$ cat src/rtl/vm_sel_pkg.sv
// Shared definitions for the product-select path (encoder and decoder sides).
// Button count, code width, FSM encodings and product-code constants.
package vm_sel_pkg;

  localparam int NUM_BUTTONS = 8;
  localparam int CODE_W      = 3;

  typedef enum logic [1:0] {
    IDLE         = 2'd0,
    DEBOUNCE     = 2'd1,
    HOLD         = 2'd2,
    WAIT_RELEASE = 2'd3
  } sel_state_e;

  localparam logic [CODE_W-1:0] PROD_1 = 3'd0;
  localparam logic [CODE_W-1:0] PROD_2 = 3'd1;
  localparam logic [CODE_W-1:0] PROD_3 = 3'd2;
  localparam logic [CODE_W-1:0] PROD_4 = 3'd3;
  localparam logic [CODE_W-1:0] PROD_5 = 3'd4;
  localparam logic [CODE_W-1:0] PROD_6 = 3'd5;
  localparam logic [CODE_W-1:0] PROD_7 = 3'd6;
  localparam logic [CODE_W-1:0] PROD_8 = 3'd7;

  // Only meaningful for a one-hot input; callers check that first.
  function automatic logic [CODE_W-1:0] onehot_to_code(input logic [NUM_BUTTONS-1:0] oh);
    logic [CODE_W-1:0] code;
    code = '0;
    for (int k = 0; k < NUM_BUTTONS; k++) begin
      if (oh[k]) code = code | CODE_W'(k);
    end
    return code;
  endfunction

endpackage

$ cat src/rtl/btn_sync.sv
// Two-flop synchroniser for the raw product buttons, synchronous active-high reset.
module btn_sync
  import vm_sel_pkg::*;
(
  input  logic                   clk,
  input  logic                   rst,
  input  logic [NUM_BUTTONS-1:0] async_i,
  output logic [NUM_BUTTONS-1:0] sync_o
);

  logic [NUM_BUTTONS-1:0] meta_q;
  logic [NUM_BUTTONS-1:0] sync_q;

  // NOTE: sequential state uses non-blocking assignments so both flops sample
  // the pre-edge values; blocking here would collapse the chain to one flop.
  always_ff @(posedge clk) begin
    if (rst) begin
      meta_q <= '0;
      sync_q <= '0;
    end else begin
      meta_q <= async_i;
      sync_q <= meta_q;
    end
  end

  assign sync_o = sync_q;

endmodule

$ cat src/rtl/selection_encoder.sv
// Debounced 8-button to 3-bit product encoder with valid/ack handshake.
// Optional unacked-code timeout is built when SEL_TIMEOUT_EN is defined.
module selection_encoder
  import vm_sel_pkg::*;
#(
  parameter int DEBOUNCE_CYCLES = 4,
  parameter int TIMEOUT_CYCLES  = 1000
) (
  input  logic                   clk,
  input  logic                   rst,
  input  logic                   enable,
  input  logic [NUM_BUTTONS-1:0] btn,
  input  logic                   sel_ack,
  output logic [CODE_W-1:0]      sel_code,
  output logic                   sel_valid,
  output logic                   multi_err,
  output logic                   sel_timeout
);

  if (DEBOUNCE_CYCLES < 1 || DEBOUNCE_CYCLES > 255) begin : g_bad_debounce
    $error("DEBOUNCE_CYCLES must be in 1..255");
  end
  if (TIMEOUT_CYCLES < 1 || TIMEOUT_CYCLES > 65536) begin : g_bad_timeout
    $error("TIMEOUT_CYCLES must be in 1..65536");
  end

  localparam logic [7:0] DEB_LAST = 8'(DEBOUNCE_CYCLES);

  logic [NUM_BUTTONS-1:0] sync;
  sel_state_e             state_q, state_d;
  logic [NUM_BUTTONS-1:0] cap_q, cap_d;
  logic [7:0]             cnt_q, cnt_d;
  logic [CODE_W-1:0]      code_q, code_d;
  logic                   valid_q, valid_d;
  logic                   multi_q, multi_d;
  logic                   cap_onehot;

`ifdef SEL_TIMEOUT_EN
  localparam logic [15:0] TMR_LAST = 16'(TIMEOUT_CYCLES - 1);
  logic [15:0] tmr_q, tmr_d;
  logic        timeout_q, timeout_d;
`endif

  btn_sync u_btn_sync (
    .clk     (clk),
    .rst     (rst),
    .async_i (btn),
    .sync_o  (sync)
  );

  // cap is never zero while in DEBOUNCE, so clearing the lowest set bit
  // leaving nothing means exactly one button is down.
  assign cap_onehot = ((cap_q & (cap_q - 1'b1)) == '0);

  // NOTE: every always_comb target gets a default first, so no path can
  // leave a signal unassigned and infer a latch.
  always_comb begin
    state_d = state_q;
    cap_d   = cap_q;
    cnt_d   = cnt_q;
    code_d  = code_q;
    valid_d = valid_q;
    multi_d = 1'b0;
`ifdef SEL_TIMEOUT_EN
    tmr_d     = '0;
    timeout_d = 1'b0;
`endif

    if (!enable) begin
      state_d = IDLE;
      valid_d = 1'b0;
      cnt_d   = '0;
    end else begin
      unique case (state_q)
        IDLE: begin
          if (sync != '0) begin
            cap_d   = sync;
            cnt_d   = 8'd1;
            state_d = DEBOUNCE;
          end
        end
        DEBOUNCE: begin
          if (sync == cap_q) begin
            if (cnt_q == DEB_LAST) begin
              cnt_d = '0;
              if (cap_onehot) begin
                code_d  = onehot_to_code(cap_q);
                valid_d = 1'b1;
                state_d = HOLD;
              end else begin
                multi_d = 1'b1;
                state_d = WAIT_RELEASE;
              end
            end else begin
              cnt_d = cnt_q + 8'd1;
            end
          end else if (sync != '0) begin
            cap_d = sync;
            cnt_d = 8'd1;
          end else begin
            cnt_d   = '0;
            state_d = IDLE;
          end
        end
        HOLD: begin
          // Ack is checked first so it wins over a coincident timeout.
          if (sel_ack) begin
            valid_d = 1'b0;
            cnt_d   = '0;
            state_d = WAIT_RELEASE;
          end
`ifdef SEL_TIMEOUT_EN
          else if (tmr_q == TMR_LAST) begin
            valid_d   = 1'b0;
            timeout_d = 1'b1;
            cnt_d     = '0;
            state_d   = WAIT_RELEASE;
          end else begin
            tmr_d = tmr_q + 16'd1;
          end
`endif
        end
        WAIT_RELEASE: begin
          if (sync != '0) begin
            cnt_d = '0;
          end else if (cnt_q == DEB_LAST - 8'd1) begin
            cnt_d   = '0;
            state_d = IDLE;
          end else begin
            cnt_d = cnt_q + 8'd1;
          end
        end
        default: state_d = IDLE;
      endcase
    end
  end

  always_ff @(posedge clk) begin
    if (rst) begin
      state_q <= IDLE;
      cap_q   <= '0;
      cnt_q   <= '0;
      code_q  <= '0;
      valid_q <= 1'b0;
      multi_q <= 1'b0;
    end else begin
      state_q <= state_d;
      cap_q   <= cap_d;
      cnt_q   <= cnt_d;
      code_q  <= code_d;
      valid_q <= valid_d;
      multi_q <= multi_d;
    end
  end

`ifdef SEL_TIMEOUT_EN
  always_ff @(posedge clk) begin
    if (rst) begin
      tmr_q     <= '0;
      timeout_q <= 1'b0;
    end else begin
      tmr_q     <= tmr_d;
      timeout_q <= timeout_d;
    end
  end
  assign sel_timeout = timeout_q;
`else
  assign sel_timeout = 1'b0;
`endif

  assign sel_code  = code_q;
  assign sel_valid = valid_q;
  assign multi_err = multi_q;

endmodule

$ cat config.mk
export PLATFORM = sky130hd
export DESIGN_NAME = selection_encoder
export DESIGN_NICKNAME = d
export VERILOG_FILES = /design/src/rtl/vm_sel_pkg.sv /design/src/rtl/btn_sync.sv /design/src/rtl/selection_encoder.sv
export SDC_FILE = /design/constraint.sdc
export NUM_CORES = 1
export LEC_CHECK = 0
export CAP_MARGIN = 20
export CORE_UTILIZATION = 37
export CTS_CLUSTER_DIAMETER = 120
export CTS_CLUSTER_SIZE = 20
export DETAILED_ROUTE_END_ITERATION = 8
export SYNTH_ARGS = -nofsm -noshare
export SYNTH_HDL_FRONTEND = slang
export SYNTH_SLANG_ARGS = --single-unit
$ cat constraint.sdc
create_clock -name clk -period 2.05 [get_ports clk]
set_input_delay 0.5125 -clock clk [delete_from_list [all_inputs] [get_ports clk]]
set_output_delay 0.5125 -clock clk [all_outputs]
set_load 0.01 [all_outputs]
Run 1, placed cells, one colour a class:
Bar = 20 um.
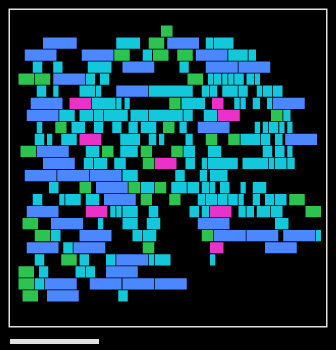
cyan -> combinational and other logic  # cells 142, share of their area 46%
blue -> flops  # cells 39, share of their area 36%
green -> other buffers and delay cells  # cells 34, share of their area 14%
magenta -> clock drivers and dummy loads  # cells 8, share of their area 4.5%

Run 1, gate families picked out:
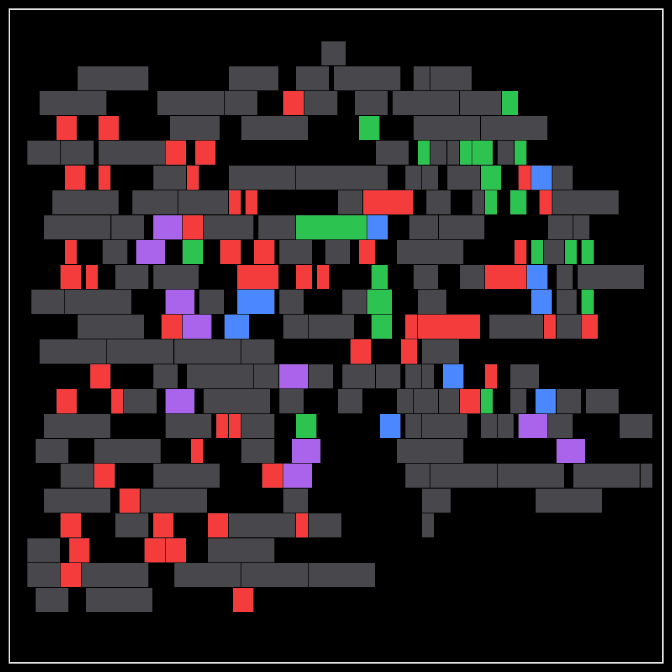
green -> NAND gates  # cells 20, most used nand2_1
purple -> XOR/XNOR gates  # cells 10, most used xnor2_1
red -> NOR gates  # cells 52, most used nor2b_1
blue -> AND and OR gates  # cells 9, most used and2_1

Run 1, congestion heat map:
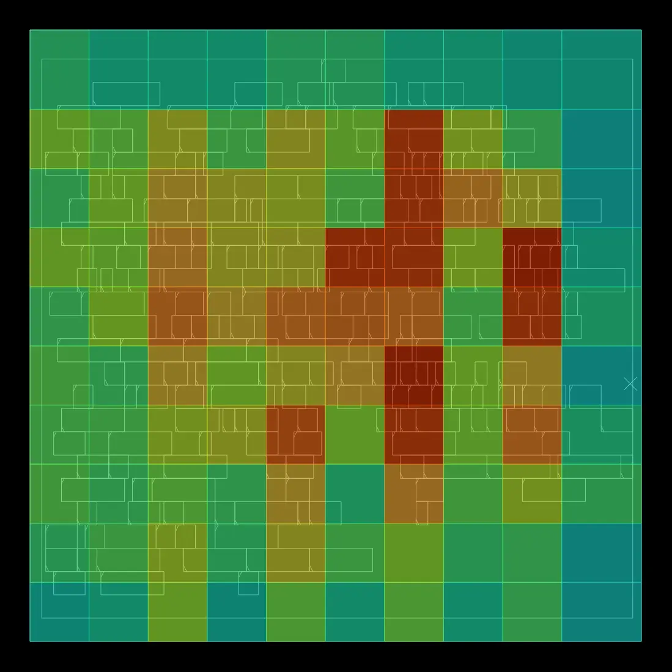
Global Route met1 Usage: 17.6%
detail-routed net length per standard cell: 13.6 um
met2 global-route usage: 29.1%
Top Usage Layer GRT: met2
met3 Track Usage GR: 5.77%

[run 1: cell usage in the layout, fill, tap and decap left out, types with 2 or more instances in the layout]
| cell | instances |
|---|---|
| nor3_1 | 4 |
| ha_1 | 2 |
| and2_1 | 5 |
| o21a_1 | 2 |
| nor2_1 | 18 |
| inv_1 | 3 |
| buf_4 | 18 |
| nand4_1 | 3 |
| mux2i_1 | 8 |
| mux2_4 | 3 |
| clkdlybuf4s50_1 | 16 |
| xnor2_1 | 8 |
| clkbuf_8 | 6 |
| o21ai_0 | 2 |
| nor4_1 | 5 |
| xor2_1 | 2 |
| dfxtp_1 | 38 |
| nand3_1 | 3 |
| nor2b_1 | 20 |
| o22ai_1 | 3 |
| o21ai_1 | 2 |
| nand2_1 | 9 |
| a211oi_1 | 2 |
| nand2b_1 | 3 |
| nor4_2 | 2 |
| a21oi_1 | 9 |
[run 1: per-layer routing]
| layer | track usage [%] | share of wire (%) | vias to the layer above |
|---|---|---|---|
| met5 | 0 | 0 | - |
| met4 | 5.78 | 1.4 | 0 |
| met3 | 5.77 | 4.2 | 6 |
| met2 | 29.1 | 51 | 25 |
| met1 | 17.6 | 43 | 664 |
| li1 | - | - | 727 |
[run 1: worst max-delay path, stage by stage (launching register included)]
cell	delay [ns]
dfxtp_1	0.32
or4_4	0.55
a2111oi_4	0.29
o32a_2	0.23
nand4_4	0.14
mux2_4	0.32
[run 1: through the flow]
stage	total power, mW	utilization, %	area, sq um	TNS (ns)	hold slack [ns]
floorplan	0.932	-	1780	0	0.414
global placement	0.998	46.8	2110	0	0.421
detailed placement	1.00	46.8	2110	-0.00974	0.426
CTS	1.56	49.0	2210	0	0.445
global route	1.63	49.9	2250	-0.00592	0.457
finish	1.56	49.9	2250	0	0.440
[run 1: worst max path at each step]
stage | from | slack (ns) | to | cells past startpoint
floorplan | cap_q[3] | 0.0007 | sel_code[0] | 6
global placement | cap_q[0] | 0.04 | sel_code[0] | 5
detailed placement | cap_q[0] | -0.005 | sel_code[0] | 5
CTS | cap_q[0] | 0.008 | sel_code[2] | 5
global route | cap_q[0] | -0.006 | state_q[0] | 7
finish | cap_q[0] | 0.09 | sel_code[2] | 5
[run 1: logic make-up (layout without fill, tap and decap cells)]
| logic type | Yosys count | in the layout | synth area share [%] |
|---|---|---|---|
| AND/OR/NAND/NOR | 81 | 81 | 26.4 |
| flip-flops | 39 | 39 | 43.8 |
| AND-OR/OR-AND | 31 | 31 | 12.2 |
| multiplexers | 12 | 12 | 7.65 |
| buffers and inverters | 11 | 46 | 2.81 |
| XOR/XNOR | 10 | 10 | 4.92 |
| adder cells (fa/ha/maj) | 3 | 3 | 1.97 |
| other | 1 | 1 | 0.210 |
[run 1: timing repair]
| item | CTS | global route |
|---|---|---|
| setup endpoints to repair | 3 | 7 |
| gates resized | 1 | 7 |
| pin swaps | 2 | 2 |
| hold buffers | 0 | 0 |
[run 1: registers in the layout, indices dropped and copies added, names as in the netlist, named ones only]
| signal | cells |
|---|---|
| u_btn_sync.sync_o | 8 |
| u_btn_sync.meta_q | 8 |
| cap_q | 8 |
| sel_code | 3 |
| multi_err | 1 |
| state_q | 1 |
| sel_valid | 1 |
| cnt_q | 8 |
==> impl_table.tex, run 1 <==
% Table of physical implementation metrics
\begin{tabular}{lr}
\hline
Metric & Value \\
\hline
\multicolumn{2}{l}{\textbf{Worst setup path}} \\
\quad Depth of the most critical reg-to-reg path & 5 \\
\quad Critical Path Source Type & flip-flop \\
\quad Crit end category & flip-flop \\
\multicolumn{2}{l}{\textbf{Cells and area}} \\
\quad Share of the final layout cell area in multi-input gates & 44.2\% \\
\quad Area growth, synth to finish & 26.3\% \\
\quad Clock network area share & 4.39\% \\
\quad Register cell area after layout & 782 sq um \\
\quad Sequential portion of the cell area & 34.8\% \\
\quad Fraction of area in non-clock buffers & 13.1\% \\
\quad Number of clock buffer instances in the layout & 6 \\
\quad Num sequential & 39 \\
\quad Cell Count, Final, Fillers Out & 275 \\
\quad Net count reported at finish & 236 \\
\quad Non-CTS buffers & 34 \\
\quad Non-clock inverter instance count of the final layout & 4 \\
\quad Diode insertion count for antenna repair & 0 \\
\multicolumn{2}{l}{\textbf{Synthesis}} \\
\quad Floorplan net count & 202 \\
\quad Share of the synthesized area in the top cell type & 43.8\% \\
\quad Register bit count reported by yosys & 39 \\
\quad Post-synthesis instance total & 188 \\
\quad Count of instantiated cells in the yosys netlist & 188 \\
\quad Library cells used by synthesis & 49 \\
\quad Sequential area share after synthesis & 43.8\% \\
\multicolumn{2}{l}{\textbf{Detailed routing}} \\
\quad Router iterations before antenna repair & 6 \\
\quad DR vias/cell & 5.17 \\
\quad Number of design-rule violations left by the first detailed-router iteration & 65 \\
\quad Total routed wirelength & 3.73 mm \\
\quad Number of DRC violations after detailed routing & 1 \\
\quad Vias post-DR & 1,422 \\
\multicolumn{2}{l}{\textbf{Pwr}} \\
\quad Maximum vdd ir drop & 532 uV \\
\quad Power drawn by the combinational cells & 0.199 mW \\
\quad Part of the total power dissipated in the clock network & 36.2\% \\
\quad Highest-power group & sequential cells \\
\quad Reported leakage power & 0.827 nW \\
\quad Logic pwr share & 12.8\% \\
\quad Flip-flop and latch power & 0.794 mW \\
\quad Net switching component of the power & 0.401 mW \\
\quad Switching part of the total power & 25.8\% \\
\quad Part of the total power dissipated in sequential elements & 51.0\% \\
\quad Clk. pwr & 0.563 mW \\
\multicolumn{2}{l}{\textbf{Outcome}} \\
\quad Status & finished, violations left \\
\quad Failing checks & DRC \\
\multicolumn{2}{l}{\textbf{Placed design}} \\
\quad Final weighted congestion in routability-driven placement & 0.829 \\
\quad Placed cells & 267 \\
\multicolumn{2}{l}{\textbf{Floorplanning}} \\
\quad Overall die height & 71.4 um \\
\quad \# Taps & 52 \\
\quad Floorplan row count & 24 \\
\multicolumn{2}{l}{\textbf{Final timing}} \\
\quad Final slew viol count & 0 \\
\quad Setup repair after global routing missed its margin & yes \\
\quad Clock period minus worst slack & 1.96 ns \\
\multicolumn{2}{l}{\textbf{CTS}} \\
\quad Number of H-tree levels & 2 \\
\quad TritonCTS buffer count & 5 \\
\quad Root buffer cell & clkbuf\_8 \\
\quad Clock sink total & 39 \\
\multicolumn{2}{l}{\textbf{Global route}} \\
\quad Largest net degree at the start of global routing & 31 \\
\multicolumn{2}{l}{\textbf{Worst hold path}} \\
\quad Min-Delay Endpoint & u\_btn\_sync.sync\_o[2] \\
\hline
\end{tabular}
Run 1, clock distribution:
Bar = 20 um.
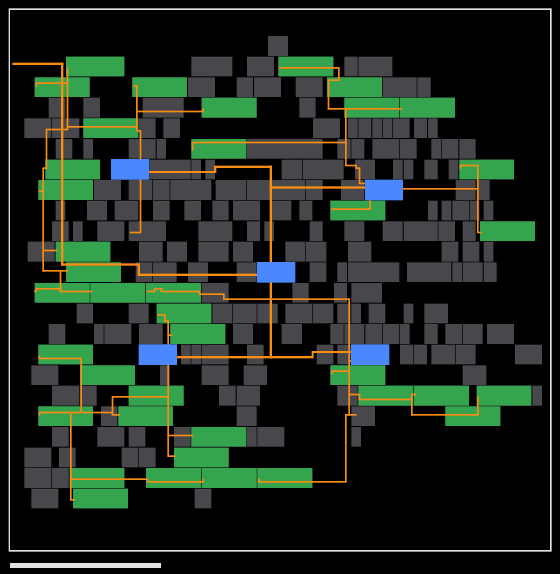

## Run 2: what changed since run 1
Clock period 2.05 ns to 2.5 ns, I/O delays scaled along.
Run 2, clock distribution:
Bar = 20 um.
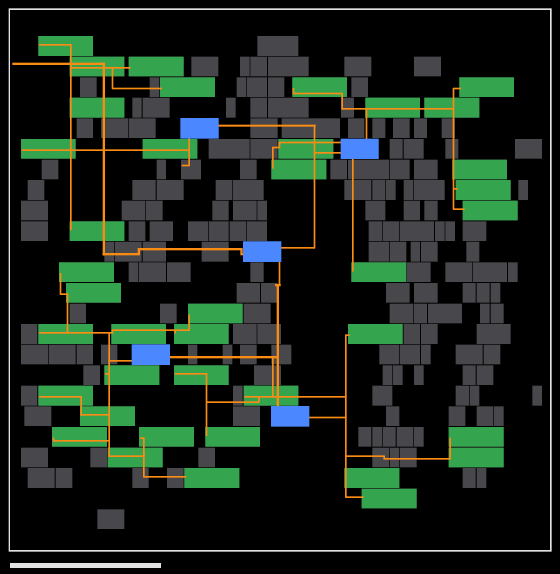
orange -> clock wires  # length 479 um
green -> flip-flops  # count 39
blue -> clock drivers  # count 5
flops lie = spread over the die
routed clock nets = 6

==> run 2 against run 1 <==
Compared with the run above:
- the run still ends with DRC left
- clock skew about the same
- die area did not move
- routed wire length down 4.5%
- worst hold slack better by 0.00062 ns
- non-clock buffer count fell by 15
- core utilization fell by 3.7 points
==> impl_table.tex, run 2 <==
% Table of physical implementation metrics
\begin{tabular}{lr}
\hline
Metric & Value \\
\hline
\multicolumn{2}{l}{\textbf{Pwr}} \\
\quad Part of the total power dissipated in sequential elements & 54.3\% (was 51.0\%) \\
\quad Cell-internal power & 0.899 mW (was 1.15 mW) \\
\quad Reported leakage power & 0.724 nW (was 0.827 nW) \\
\quad Part of the total power dissipated in the clock network & 34.3\% (was 36.2\%) \\
\quad Maximum vdd ir drop & 346 uV (was 532 uV) \\
\quad Logic pwr share & 11.4\% (was 12.8\%) \\
\quad Net switching component of the power & 0.307 mW (was 0.401 mW) \\
\quad Switching part of the total power & 25.5\% (was 25.8\%) \\
\multicolumn{2}{l}{\textbf{Detailed routing}} \\
\quad Highest Signal Layer & met4 (unchanged) \\
\quad Number of design-rule violations left by the first detailed-router iteration & 56 (was 65) \\
\quad Router iterations before antenna repair & 6 (unchanged) \\
\quad Vias post-DR & 1,377 (was 1,422) \\
\quad WL met3 & 122 um (was 156 um) \\
\quad Detail-routed net length per standard cell & 13.7 um (was 13.6 um) \\
\quad Met2 Wirelength & 1.83 mm (was 1.92 mm) \\
\quad Total routed wirelength & 3.57 mm (was 3.73 mm) \\
\quad Number of DRC violations after detailed routing & 1 (unchanged) \\
\quad Met1 Routed Length & 1.55 mm (was 1.61 mm) \\
\quad DR vias/cell & 5.30 (was 5.17) \\
\multicolumn{2}{l}{\textbf{Cells and area}} \\
\quad Diode insertion count for antenna repair & 0 (unchanged) \\
\quad Non-Filler Cell Area, Final & 2080 sq um (was 2250 sq um) \\
\quad Utilization after layout & 46.3\% (was 49.9\%) \\
\quad Most instantiated logic cells after routing & 39 x dfxtp\_1, 20 x nor2b\_1, 18 x nor2\_1 (was 38 x dfxtp\_1, 20 x nor2b\_1, 18 x nor2\_1, 18 x buf\_4, 16 x clkdlybuf4s50\_1) \\
\quad Register cell area after layout & 781 sq um (was 782 sq um) \\
\quad Net count reported at finish & 221 (was 236) \\
\quad Number of fill cells in the layout & 442 (was 418) \\
\quad Area growth, synth to finish & 16.9\% (was 26.3\%) \\
\quad Fraction of layout cells with a size suffix above 1 & 11.1\% (was 19.3\%) \\
\quad Most used logic cell in the final layout & dfxtp\_1 (unchanged) \\
\multicolumn{2}{l}{\textbf{Outcome}} \\
\quad Status & finished, violations left (unchanged) \\
\quad Failing checks & DRC (unchanged) \\
\multicolumn{2}{l}{\textbf{Worst setup path}} \\
\quad Crit end category & flip-flop (unchanged) \\
\quad Largest driver fanout on the critical path & 7 (was 3) \\
\quad Critical Path, Cell by Cell & or4\_1, a2111oi\_2, o32a\_2, nand4\_4, mux2\_4 (was or4\_4, a2111oi\_4, o32a\_2, nand4\_4, mux2\_4) \\
\quad Number of buffers and inverters on the critical path & 0 (unchanged) \\
\quad Worst path slowest cell & or4\_1 (was or4\_4) \\
\quad Crit path largest cell delay & 0.59 ns (was 0.55 ns) \\
\quad Register-to-Register Setup Slack & 0.33 ns (was 0.09 ns) \\
\quad Critical Path Source Type & flip-flop (unchanged) \\
\quad Top cell family by delay on the critical path & simple AND/OR/NAND/NOR gates (unchanged) \\
\multicolumn{2}{l}{\textbf{Synthesis}} \\
\quad Biggest area contributors in the synthesized netlist & dfxtp\_1 44\%, nor2b\_1 7.0\%, mux2i\_1 4.5\%, xnor2\_1 3.9\%, nor2\_1 3.8\% (unchanged) \\
\quad Cell accounting for the most synthesized area & dfxtp\_1 (unchanged) \\
\quad Post-synthesis instance total & 188 (unchanged) \\
\quad Library cells used by synthesis & 49 (unchanged) \\
\quad AND-OR/OR-AND share of the synthesized area & 12.2\% (unchanged) \\
\quad Post-synthesis share of cell area spent on xor and xnor gates & 4.92\% (unchanged) \\
\quad Floorplan net count & 202 (unchanged) \\
\quad Avg Inst Size Synth & 9.48 sq um (unchanged) \\
\quad Mux share & 7.65\% (unchanged) \\
\quad Count of instantiated cells in the yosys netlist & 188 (unchanged) \\
\quad Share of the synthesized area in the top cell type & 43.8\% (unchanged) \\
\quad Top non-seq family & simple AND/OR/NAND/NOR gates (unchanged) \\
\quad Primary FF master, synth & dfxtp\_1 (unchanged) \\
\quad Commonest cells in the netlist & 39 x dfxtp\_1, 20 x nor2b\_1, 18 x nor2\_1, 9 x a21oi\_1, 9 x nand2\_1 (unchanged) \\
\quad Sequential area share after synthesis & 43.8\% (unchanged) \\
\quad Register bit count reported by yosys & 39 (unchanged) \\
\quad Basic-gate share of the synthesized area counting and, or, nand and nor cells & 26.4\% (unchanged) \\
\quad Fraction of the mapped netlist area in adder cells & 1.97\% (unchanged) \\
\multicolumn{2}{l}{\textbf{Placed design}} \\
\quad Place WS & 0.335 ns (was -0.00528 ns) \\
\quad Buffers added on ports & 16 (unchanged) \\
\quad Detail Placement HPWL & 2.70 mm (was 2.69 mm) \\
\quad Final weighted congestion in routability-driven placement & 0.942 (was 0.829) \\
\quad Instance area after placement & 1990 sq um (was 2110 sq um) \\
\multicolumn{2}{l}{\textbf{CTS}} \\
\quad TritonCTS clock tree & built (unchanged) \\
\quad CTS resizes & 0 (was 1) \\
\quad Post-CTS Hold Fix Bufs & 0 (unchanged) \\
\quad Number of H-tree levels & 2 (unchanged) \\
\quad Clock sink total & 39 (unchanged) \\
\quad TritonCTS buffer count & 5 (unchanged) \\
\quad Root buffer cell & clkbuf\_8 (unchanged) \\
\multicolumn{2}{l}{\textbf{Global route}} \\
\quad Largest net degree at the start of global routing & 31 (unchanged) \\
\quad Overall overflow remaining after global route & 0 (unchanged) \\
\quad Number of antenna violations at the first check in global routing & 0 (unchanged) \\
\multicolumn{2}{l}{\textbf{Floorplanning}} \\
\quad Core area & 4500 sq um (unchanged) \\
\quad Floorplan row count & 24 (unchanged) \\
\quad Overall die height & 71.4 um (unchanged) \\
\quad Chip Width & 71.4 um (unchanged) \\
\multicolumn{2}{l}{\textbf{Final timing}} \\
\quad Setup repair after global routing missed its margin & no (was yes) \\
\quad Final clock period utilization by the worst path & 86.8\% (was 95.5\%) \\
\quad Clock skew & 0.00335 ns (was 0.00380 ns) \\
\quad Clock period minus worst slack & 2.17 ns (was 1.96 ns) \\
\quad Final setup TNS & 0 ns (unchanged) \\
\quad Final slew viol count & 0 (unchanged) \\
\quad Count of endpoints failing setup in the final report & 0 (unchanged) \\
\multicolumn{2}{l}{\textbf{Flow run}} \\
\quad Max Cap Violations & 0 (unchanged) \\
\quad Number of warnings the tools reported & 27 (was 28) \\
\hline
\end{tabular}
Run 2, placed cells, one colour a class:
Bar = 20 um.
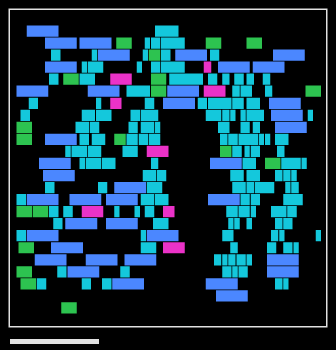
magenta -> clock drivers and dummy loads  # cells 8, share of their area 4.4%
cyan -> combinational and other logic  # cells 142, share of their area 48%
blue -> flops  # cells 39, share of their area 39%
green -> other buffers and delay cells  # cells 19, share of their area 9.1%

[run 2: cell counts after synthesis]
Identical to the previous run, type by type.
[run 2: final cells by class]
cell class	count	share of cell area, %
sequential	39	37.5
clock buffer	5	3.30
clock inverter	3	0.961
multi-input combinational	138	45.6
tap	52	3.12
inverter	4	0.721
timing repair buffer	19	8.77
[run 2: final timing paths]
path	to	cells past startpoint	start
setup reg to reg	sel_code[0]	5	cap_q[1]
hold reg to reg	u_btn_sync.sync_o[2]	1	u_btn_sync.meta_q[2]
hold / removal	u_btn_sync.sync_o[2]	1	u_btn_sync.meta_q[2]
setup / recovery	sel_code[0]	5	cap_q[1]
[run 2: routing by layer]
| layer | up-vias | GRT usage (%) |
|---|---|---|
| li1 | 700 | - |
| met1 | 645 | 17.2 |
| met2 | 25 | 28.1 |
| met3 | 7 | 4.92 |
| met4 | 0 | 8.44 |
| met5 | - | 0 |
[run 2: cells by family (layout without fill, tap and decap cells)]
group	count (synthesis)	after routing
compound gates	31	31
simple gates	81	81
fa+ha+maj	3	3
buf+inv	11	31
xor+xnor	10	10
mux	12	12
flops	39	39
other cells	1	1
[run 2: power by group through the flow]
stage	Clock, mW	Combinational [mW]	Sequential [mW]
after floorplan	0	0.0999	0.664
after global placement	0	0.137	0.669
after detailed placement	0	0.138	0.670
after CTS	0.438	0.139	0.655
after global routing	0.461	0.154	0.657
final	0.413	0.138	0.655
[run 2: through the flow]
stage               total power [mW]  std cells  hold slack, ns
CTS                             1.23        260           0.446
detailed placement             0.808        252           0.426
floorplan                      0.764        188           0.414
global placement               0.806        252           0.422
finish                          1.21        260           0.441
global route                    1.27        260           0.459
Power is estimated from default activity; no workload was simulated.
